**src/rtl/mtr_pkg.sv**
```systemverilog
// Shared constants and types for the meter counter bank: word selects,
// CTL bit positions and the per-channel qualification mode.
package mtr_pkg;

    localparam int unsigned MTR_DATA_W = 36;

    localparam int unsigned MTR_SEL_CTL    = 0;
    localparam int unsigned MTR_SEL_PERIOD = 1;
    localparam int unsigned MTR_SEL_COUNT  = 2;
    localparam int unsigned MTR_SEL_CH0    = 3;

    localparam int unsigned MTR_CTL_PIA_LSB  = 0;
    localparam int unsigned MTR_CTL_PIA_W    = 3;
    localparam int unsigned MTR_CTL_TBE      = 3;
    localparam int unsigned MTR_CTL_IE       = 4;
    localparam int unsigned MTR_CTL_OIE      = 5;
    localparam int unsigned MTR_CTL_DONE     = 7;
    localparam int unsigned MTR_CTL_MODE_LSB = 8;
    localparam int unsigned MTR_CTL_OVF_LSB  = 24;

    typedef enum logic [1:0] {
        OFF    = 2'b00,
        ALWAYS = 2'b01,
        USER   = 2'b10,
        EXEC   = 2'b11
    } mtr_mode_t;

endpackage

```
**src/rtl/mtr_chan_counter.sv**
```systemverilog
// One accounting channel: mode-qualified event counter with CPU load and a
// sticky overflow flag (write-1-to-clear, set wins over clear).
module mtr_chan_counter
    import mtr_pkg::*;
#(
    parameter int unsigned CNT_W = 36
) (
    input  logic             clk,
    input  logic             rst,
    input  mtr_mode_t        mode,
    input  logic             user_mode,
    input  logic             ev,
    input  logic             ld,
    input  logic [CNT_W-1:0] ld_data,
    input  logic             ovf_clr,
    output logic [CNT_W-1:0] cnt,
    output logic             ovf
);

    logic [CNT_W-1:0] cnt_q, cnt_d;
    logic             ovf_q, ovf_d;
    logic             qual;
    logic             ovf_set;

    always_comb begin
        qual    = 1'b0;
        ovf_set = 1'b0;
        cnt_d   = cnt_q;
        case (mode)
            OFF:     qual = 1'b0;
            ALWAYS:  qual = ev;
            USER:    qual = ev & user_mode;
            EXEC:    qual = ev & ~user_mode;
            default: qual = 1'b0;
        endcase
        // CPU load takes precedence over a coincident increment
        if (ld) begin
            cnt_d = ld_data;
        end else if (qual) begin
            cnt_d   = cnt_q + CNT_W'(1);
            ovf_set = &cnt_q;
        end
        ovf_d = (ovf_q & ~ovf_clr) | ovf_set;
    end

    always_ff @(posedge clk) begin
        if (rst) begin
            cnt_q <= '0;
            ovf_q <= 1'b0;
        end else begin
            cnt_q <= cnt_d;
            ovf_q <= ovf_d;
        end
    end

    assign cnt = cnt_q;
    assign ovf = ovf_q;

endmodule

```
**src/rtl/mtr_counter_bank.sv**
```systemverilog
// Meter counter bank: prescaled time base, programmable interval timer and
// NCHAN accounting counters behind a word-select read/write port.
module mtr_counter_bank
    import mtr_pkg::*;
#(
    parameter int unsigned NCHAN    = 4,
    parameter int unsigned CNT_W    = 36,
    parameter int unsigned INTVL_W  = 12,
    parameter int unsigned TICK_DIV = 25,
    parameter int unsigned SEL_W    = $clog2(NCHAN + 3)
) (
    input  logic                  clk_mtr_h,
    input  logic                  mr_reset_h,
    input  logic                  user_mode_h,
    input  logic [NCHAN-1:0]      ev_h,
    input  logic                  wr_stb_h,
    input  logic                  rd_stb_h,
    input  logic [SEL_W-1:0]      sel_h,
    input  logic [MTR_DATA_W-1:0] wr_data_h,
    output logic [MTR_DATA_W-1:0] rd_data_h,
    output logic                  rd_valid_h,
    output logic                  tick_h,
    output logic [2:0]            mtr_pia_h,
    output logic                  mtr_interrupt_req_h
);

    localparam int unsigned PRE_W = (TICK_DIV > 1) ? $clog2(TICK_DIV) : 1;

    logic [2:0]            pia_q, pia_d;
    logic                  tbe_q, tbe_d;
    logic                  ie_q, ie_d;
    logic                  oie_q, oie_d;
    logic                  done_q, done_d;
    mtr_mode_t             mode_q [NCHAN];
    mtr_mode_t             mode_d [NCHAN];
    logic [PRE_W-1:0]      presc_q, presc_d;
    logic                  tick_q, tick_d;
    logic [INTVL_W-1:0]    period_q, period_d;
    logic [INTVL_W-1:0]    count_q, count_d;
    logic [MTR_DATA_W-1:0] rd_data_q, rd_data_d;
    logic                  rd_valid_q, rd_valid_d;
    logic                  irq_q, irq_d;

    logic [CNT_W-1:0]      cnt [NCHAN];
    logic [NCHAN-1:0]      ovf;
    logic                  wr_ctl, wr_period, wr_count;
    logic                  done_set;
    logic [MTR_DATA_W-1:0] ctl_word;
    logic                  unused_wr_bits;

    assign wr_ctl    = wr_stb_h && (sel_h == SEL_W'(MTR_SEL_CTL));
    assign wr_period = wr_stb_h && (sel_h == SEL_W'(MTR_SEL_PERIOD));
    assign wr_count  = wr_stb_h && (sel_h == SEL_W'(MTR_SEL_COUNT));
    assign unused_wr_bits = ^wr_data_h;

    for (genvar g = 0; g < NCHAN; g++) begin : g_chan
        mtr_chan_counter #(.CNT_W(CNT_W)) u_chan (
            .clk       (clk_mtr_h),
            .rst       (mr_reset_h),
            .mode      (mode_q[g]),
            .user_mode (user_mode_h),
            .ev        (ev_h[g]),
            .ld        (wr_stb_h && (sel_h == SEL_W'(MTR_SEL_CH0 + g))),
            .ld_data   (wr_data_h[CNT_W-1:0]),
            .ovf_clr   (wr_ctl && wr_data_h[MTR_CTL_OVF_LSB + g]),
            .cnt       (cnt[g]),
            .ovf       (ovf[g])
        );
    end

    always_comb begin
        pia_d      = pia_q;
        tbe_d      = tbe_q;
        ie_d       = ie_q;
        oie_d      = oie_q;
        mode_d     = mode_q;
        presc_d    = '0;
        tick_d     = 1'b0;
        done_set   = 1'b0;
        count_d    = count_q;
        period_d   = period_q;
        rd_data_d  = rd_data_q;
        rd_valid_d = rd_stb_h;
        ctl_word   = '0;

        if (wr_ctl) begin
            pia_d = wr_data_h[MTR_CTL_PIA_LSB +: MTR_CTL_PIA_W];
            tbe_d = wr_data_h[MTR_CTL_TBE];
            ie_d  = wr_data_h[MTR_CTL_IE];
            oie_d = wr_data_h[MTR_CTL_OIE];
            for (int i = 0; i < NCHAN; i++) begin
                mode_d[i] = mtr_mode_t'(wr_data_h[MTR_CTL_MODE_LSB + 2*i +: 2]);
            end
        end

        // Time base wraps after TICK_DIV cycles and emits one tick per wrap
        if (tbe_q) begin
            if (presc_q == PRE_W'(TICK_DIV - 1)) begin
                tick_d = 1'b1;
            end else begin
                presc_d = presc_q + PRE_W'(1);
            end
        end

        if (ie_q && tick_q) begin
            if ((period_q != '0) && (count_q == period_q - INTVL_W'(1))) begin
                count_d  = '0;
                done_set = 1'b1;
            end else begin
                count_d = count_q + INTVL_W'(1);
            end
        end
        if (wr_count) begin
            count_d = wr_data_h[INTVL_W-1:0];
        end
        if (wr_period) begin
            period_d = wr_data_h[INTVL_W-1:0];
        end
        done_d = (done_q & ~(wr_ctl & wr_data_h[MTR_CTL_DONE])) | done_set;

        irq_d = (pia_q != 3'd0) && (done_q || (oie_q && (|ovf)));

        // Read snapshot uses pre-write state
        ctl_word[MTR_CTL_PIA_LSB +: MTR_CTL_PIA_W] = pia_q;
        ctl_word[MTR_CTL_TBE]  = tbe_q;
        ctl_word[MTR_CTL_IE]   = ie_q;
        ctl_word[MTR_CTL_OIE]  = oie_q;
        ctl_word[MTR_CTL_DONE] = done_q;
        for (int i = 0; i < NCHAN; i++) begin
            ctl_word[MTR_CTL_MODE_LSB + 2*i +: 2] = mode_q[i];
            ctl_word[MTR_CTL_OVF_LSB + i]         = ovf[i];
        end

        if (rd_stb_h) begin
            rd_data_d = '0;
            if (sel_h == SEL_W'(MTR_SEL_CTL))    rd_data_d = ctl_word;
            if (sel_h == SEL_W'(MTR_SEL_PERIOD)) rd_data_d = MTR_DATA_W'(period_q);
            if (sel_h == SEL_W'(MTR_SEL_COUNT))  rd_data_d = MTR_DATA_W'(count_q);
            for (int i = 0; i < NCHAN; i++) begin
                if (sel_h == SEL_W'(MTR_SEL_CH0 + i)) rd_data_d = MTR_DATA_W'(cnt[i]);
            end
        end
    end

    always_ff @(posedge clk_mtr_h) begin
        if (mr_reset_h) begin
            pia_q      <= '0;
            tbe_q      <= 1'b0;
            ie_q       <= 1'b0;
            oie_q      <= 1'b0;
            done_q     <= 1'b0;
            for (int i = 0; i < NCHAN; i++) mode_q[i] <= OFF;
            presc_q    <= '0;
            tick_q     <= 1'b0;
            period_q   <= '0;
            count_q    <= '0;
            rd_data_q  <= '0;
            rd_valid_q <= 1'b0;
            irq_q      <= 1'b0;
        end else begin
            pia_q      <= pia_d;
            tbe_q      <= tbe_d;
            ie_q       <= ie_d;
            oie_q      <= oie_d;
            done_q     <= done_d;
            mode_q     <= mode_d;
            presc_q    <= presc_d;
            tick_q     <= tick_d;
            period_q   <= period_d;
            count_q    <= count_d;
            rd_data_q  <= rd_data_d;
            rd_valid_q <= rd_valid_d;
            irq_q      <= irq_d;
        end
    end

    assign rd_data_h           = rd_data_q;
    assign rd_valid_h          = rd_valid_q;
    assign tick_h              = tick_q;
    assign mtr_pia_h           = pia_q;
    assign mtr_interrupt_req_h = irq_q;

endmodule

```
**config.mk**
```make
export PLATFORM = sky130hd
export DESIGN_NAME = mtr_counter_bank
export DESIGN_NICKNAME = d
export VERILOG_FILES = /design/src/rtl/mtr_pkg.sv /design/src/rtl/mtr_chan_counter.sv /design/src/rtl/mtr_counter_bank.sv
export SDC_FILE = /design/constraint.sdc
export NUM_CORES = 1
export LEC_CHECK = 0
export CAP_MARGIN = 20
export CORE_ASPECT_RATIO = 1.25
export CORE_UTILIZATION = 42
export CTS_CLUSTER_SIZE = 10
export DETAILED_ROUTE_END_ITERATION = 10
export GPL_ROUTABILITY_DRIVEN = 0
export SLEW_MARGIN = 15
export SYNTH_ARGS = -nofsm -noshare
export SYNTH_HDL_FRONTEND = slang
export SYNTH_SLANG_ARGS = --single-unit
```
**constraint.sdc**
```tcl
create_clock -name clk_mtr_h -period 5.5 [get_ports clk_mtr_h]
set_clock_uncertainty 0.05 [all_clocks]
set_input_delay 1.65 -clock clk_mtr_h [delete_from_list [all_inputs] [get_ports clk_mtr_h]]
set_output_delay 1.65 -clock clk_mtr_h [all_outputs]
set_load 0.02 [all_outputs]
```
==> run summary <==
Notes on the flow outputs.

- The clock transition at the registers of the reported paths is 50 ps.
- In this run the number of H-tree levels came out at 1.
- The category of the most critical setup path reads in2reg.
- The cell sequence reported for the critical path is clkdlybuf4s50_1, a21boi_0, o2111ai_1, nor3_1, nand4_1, xor2_1, a211oi_1.
- The layer carrying the most global-route usage reads met2.
- The startpoint of the worst hold path reads presc_q[0].
- The run finished with clean final reports.
- The netlist area before placement reads approximately 0.013 mm².
- The cell with the largest stage delay on the worst path reads nor3_1.
- Averaged over all synthesized cells, the footprint is 7.99 µm².
- The placed cell count is ~2000.
- The setup slack on the worst flop-to-flop path reads 2510 ps.
- The largest net degree at the start of global routing is about 130.
- The met3 track utilization from global routing is 0.0325.
- The maximum fanout along the worst path reads 8.
- The simple-gate area share of the yosys netlist is 0.233.
- In the routed design, unresolved DRC markers number 0.
- The portion of synthesized area spent on multiplexers is 0.0468.
- The reg-to-reg critical path endpoint is g_chan[0].u_chan.cnt[27].
- The floorplan-stage core utilization reads 0.429.
- The total area of sequential cells reads 0.00462 mm².
- The leakage power total is around 5.1 nW.
- The number of sinks driven by the clock tree reads 231.
- In the global route stage, met1 resource usage came out at 0.320.
- The yosys stat cell total is about 1600.
- The CTS report gives the tree buffer count as 28.
- The post-synth register bit count is 231.
- The die outline area is 0.0317 mm².
- The clock distribution area overhead in the final layout is 0.0564.
- The final design utilization is 0.492.
- The total area of multi-input combinational cells is 0.00782 mm².
- The first-pass GRT wire length reads 68.5 mm.
- The portion of synthesized cell area occupied by the leading cell type reads 0.356.
- The warning count from the yosys run reads 0.
- The fraction of power consumed by combinational cells is 0.113.
- The main area contributors are dfxtp_1 (36%), a211oi_1 (8.7%), nor2_1 (6.6%).
- The end point of the critical path is g_chan[3].u_chan.cnt[28].
- The fraction of power consumed by sequential logic is 0.453.
- The initial antenna violation count is 0.
- The count of multi-input gates is 1247.
- The net switching component of the power reads 1.06 mW.
- Of the total standard cell area in the layout, the multi-input combinational portion is 0.524.
- The number of global-route vias before repair is 11700.
- The clock insertion delay at the later pin of the skew report is 550 ps.
- The layout report lists the non-clock buffer share of cell area as 0.0697.
- Per the detailed placement report, the placed cell area equals 0.0141 mm².
- For this run, the script counts the antenna cells in the layout as 1.
- The endpoint class of the critical path is a register.
- The total power of the final layout reads around 4.0 mW.
- The number of stages on the worst hold path is 1.
- The number of warning messages in the logs is 34.
- The most common library cell in the layout ignoring fill and taps is dfxtp_1.
- The area fraction in full adders, half adders and majority gates reads 0.00866.
- The number of clock buffers in the layout is 41.
- Setup repair after global routing left no endpoint under its margin.
- The post-CTS hold buffer count recorded in the log is 0.
- The data required time of the critical path is 5900 ps.
- In the final layout, excluding clock inverters the inverter count is 23.
- The flow reports an fmax of 249 MHz.
- The most common logic cells in the final layout are dfxtp_1 (231), nor2_1 (230), a211oi_1 (150), nand2_1 (126), a21oi_1 (92).
- The global router's overall resource usage reads 0.281.
- The number of hold-slack violations in the final timing report is 0.
- The share of flip-flops with an asynchronous set or reset reads 0.
- On the worst path, the slowest cell contributes a delay of 800 ps.
- The synthesized netlist handed to floorplanning was reported with a cell count of approximately 1600.
- The global route stage reports its total congestion overflow as 0.
- The minimum period implied by the final worst setup slack reads 4010 ps.
- The path length in cells of the critical path is 7.
- Ranked by instance count, the synthesized netlist is headed by dfxtp_1 (231), nor2_1 (230), a211oi_1 (150).
- The first-pass detailed-route iteration total is 5.
- The leading register cell type out of synthesis reads dfxtp_1.
- The transition time of the tightest slew-check pin reads ~1000 ps.
- The count of final setup violators is 0.
- The synthesized design contains 0 enable-type register cells.
- Per the synthesis report, the AND-OR/OR-AND share of the synthesized area is 0.208.
- The final timing summary puts the cycle share of the worst path at 0.729.
- The internal power component reads 2.95 mW.
- The final number of max-transition violations is 0.
[power groups by stage]
stage	Sequential, mW	Clock [mW]	Combinational (mW)
after global routing	1.82	1.83	0.484
after global placement	1.85	0	0.443
after floorplan	1.83	0	0.262
after CTS	1.82	1.78	0.450
after detailed placement	1.85	0	0.447
final	1.82	1.74	0.453
[state kept, by name (all words and copies together), names as in the netlist]
register,flops
g_chan.u_chan.cnt,144
rd_data_h,36
count_q,12
period_q,12
ctl_word,8
presc_q,5
g_chan.u_chan.ovf,4
mtr_pia_h,3
done_q,1
ie_q,1
mtr_interrupt_req_h,1
oie_q,1
rd_valid_h,1
tbe_q,1
tick_h,1
[per-layer routing]
layer | wire length, µm | vias to the layer above
met2 | 21500 | 435
met5 | 0 | -
met1 | 17700 | 5800
li1 | - | 5903
met3 | 2330 | 129
met4 | 3370 | 0
Figure 1. I/O pins on the die edge.
Scale: 2 px per µm. Pins as bars across the die edge, other pins in grey.
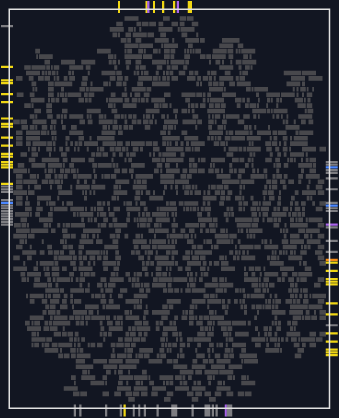
Key: ev_h = purple [pins 4, direction input, edge 2 top, 1 right, 1 bottom]; wr_data_h = yellow [pins 36, direction input, edge 16 left, 12 right, 7 top, 1 bottom]; mtr_interrupt_req_h = orange [pins 1, direction output, edge right]; sel_h = blue [pins 3, direction input, edge 2 right, 1 left]
All pins by edge: 30 left, 29 right, 22 bottom, 9 top.
Die Span Y: 199 µm
Die Width: 159 µm
count of port buffers added during placement: 89

Figure 2. Placement view.
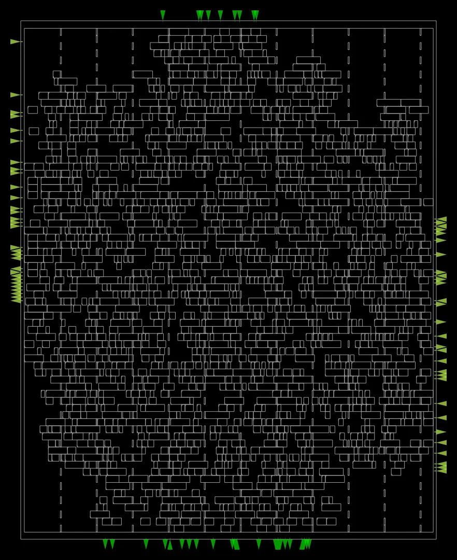
flop share of the area: 0.310
fillcell total: 2963
registers: 231

Figure 3. A small window of the routed layout.
Window x 60 to 100, y 79 to 119 µm. Cells in grey, sequential cells in the stronger grey; small squares are vias.
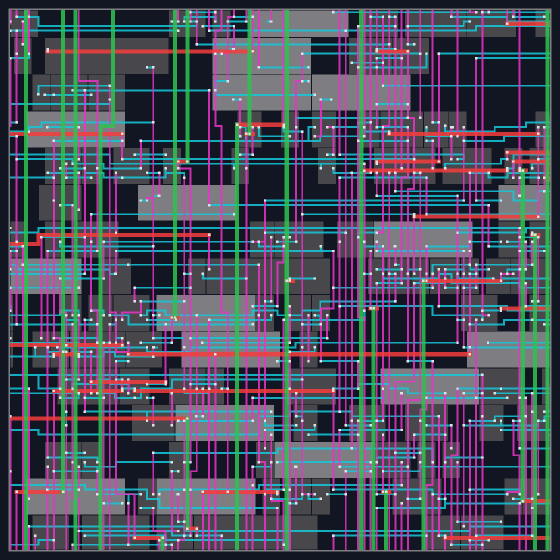
Key: met4 = green; met1 = cyan; met3 = red; met2 = magenta
Netlist names of flops here include g_chan.u_chan.cnt (11), ctl_word (6). Sequential cells in the window: 17. Most frequent: nand2_1 (17), dfxtp_1 (17), nor2_1 (14). 113 logic cells have their middle in the window.

Figure 4. Metal layers overlaid.
Scale: 2 px per µm. Two of the layers only.
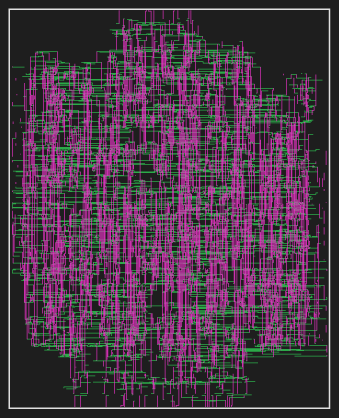
Key: met1 = green [wire length 17700 µm]; met2 = magenta [wire length 21.5 mm]
WL/cell: 21.9 µm
DRT Wirelength: 44.9 mm

No activity file was given, so power comes from the tool's default toggle rates.
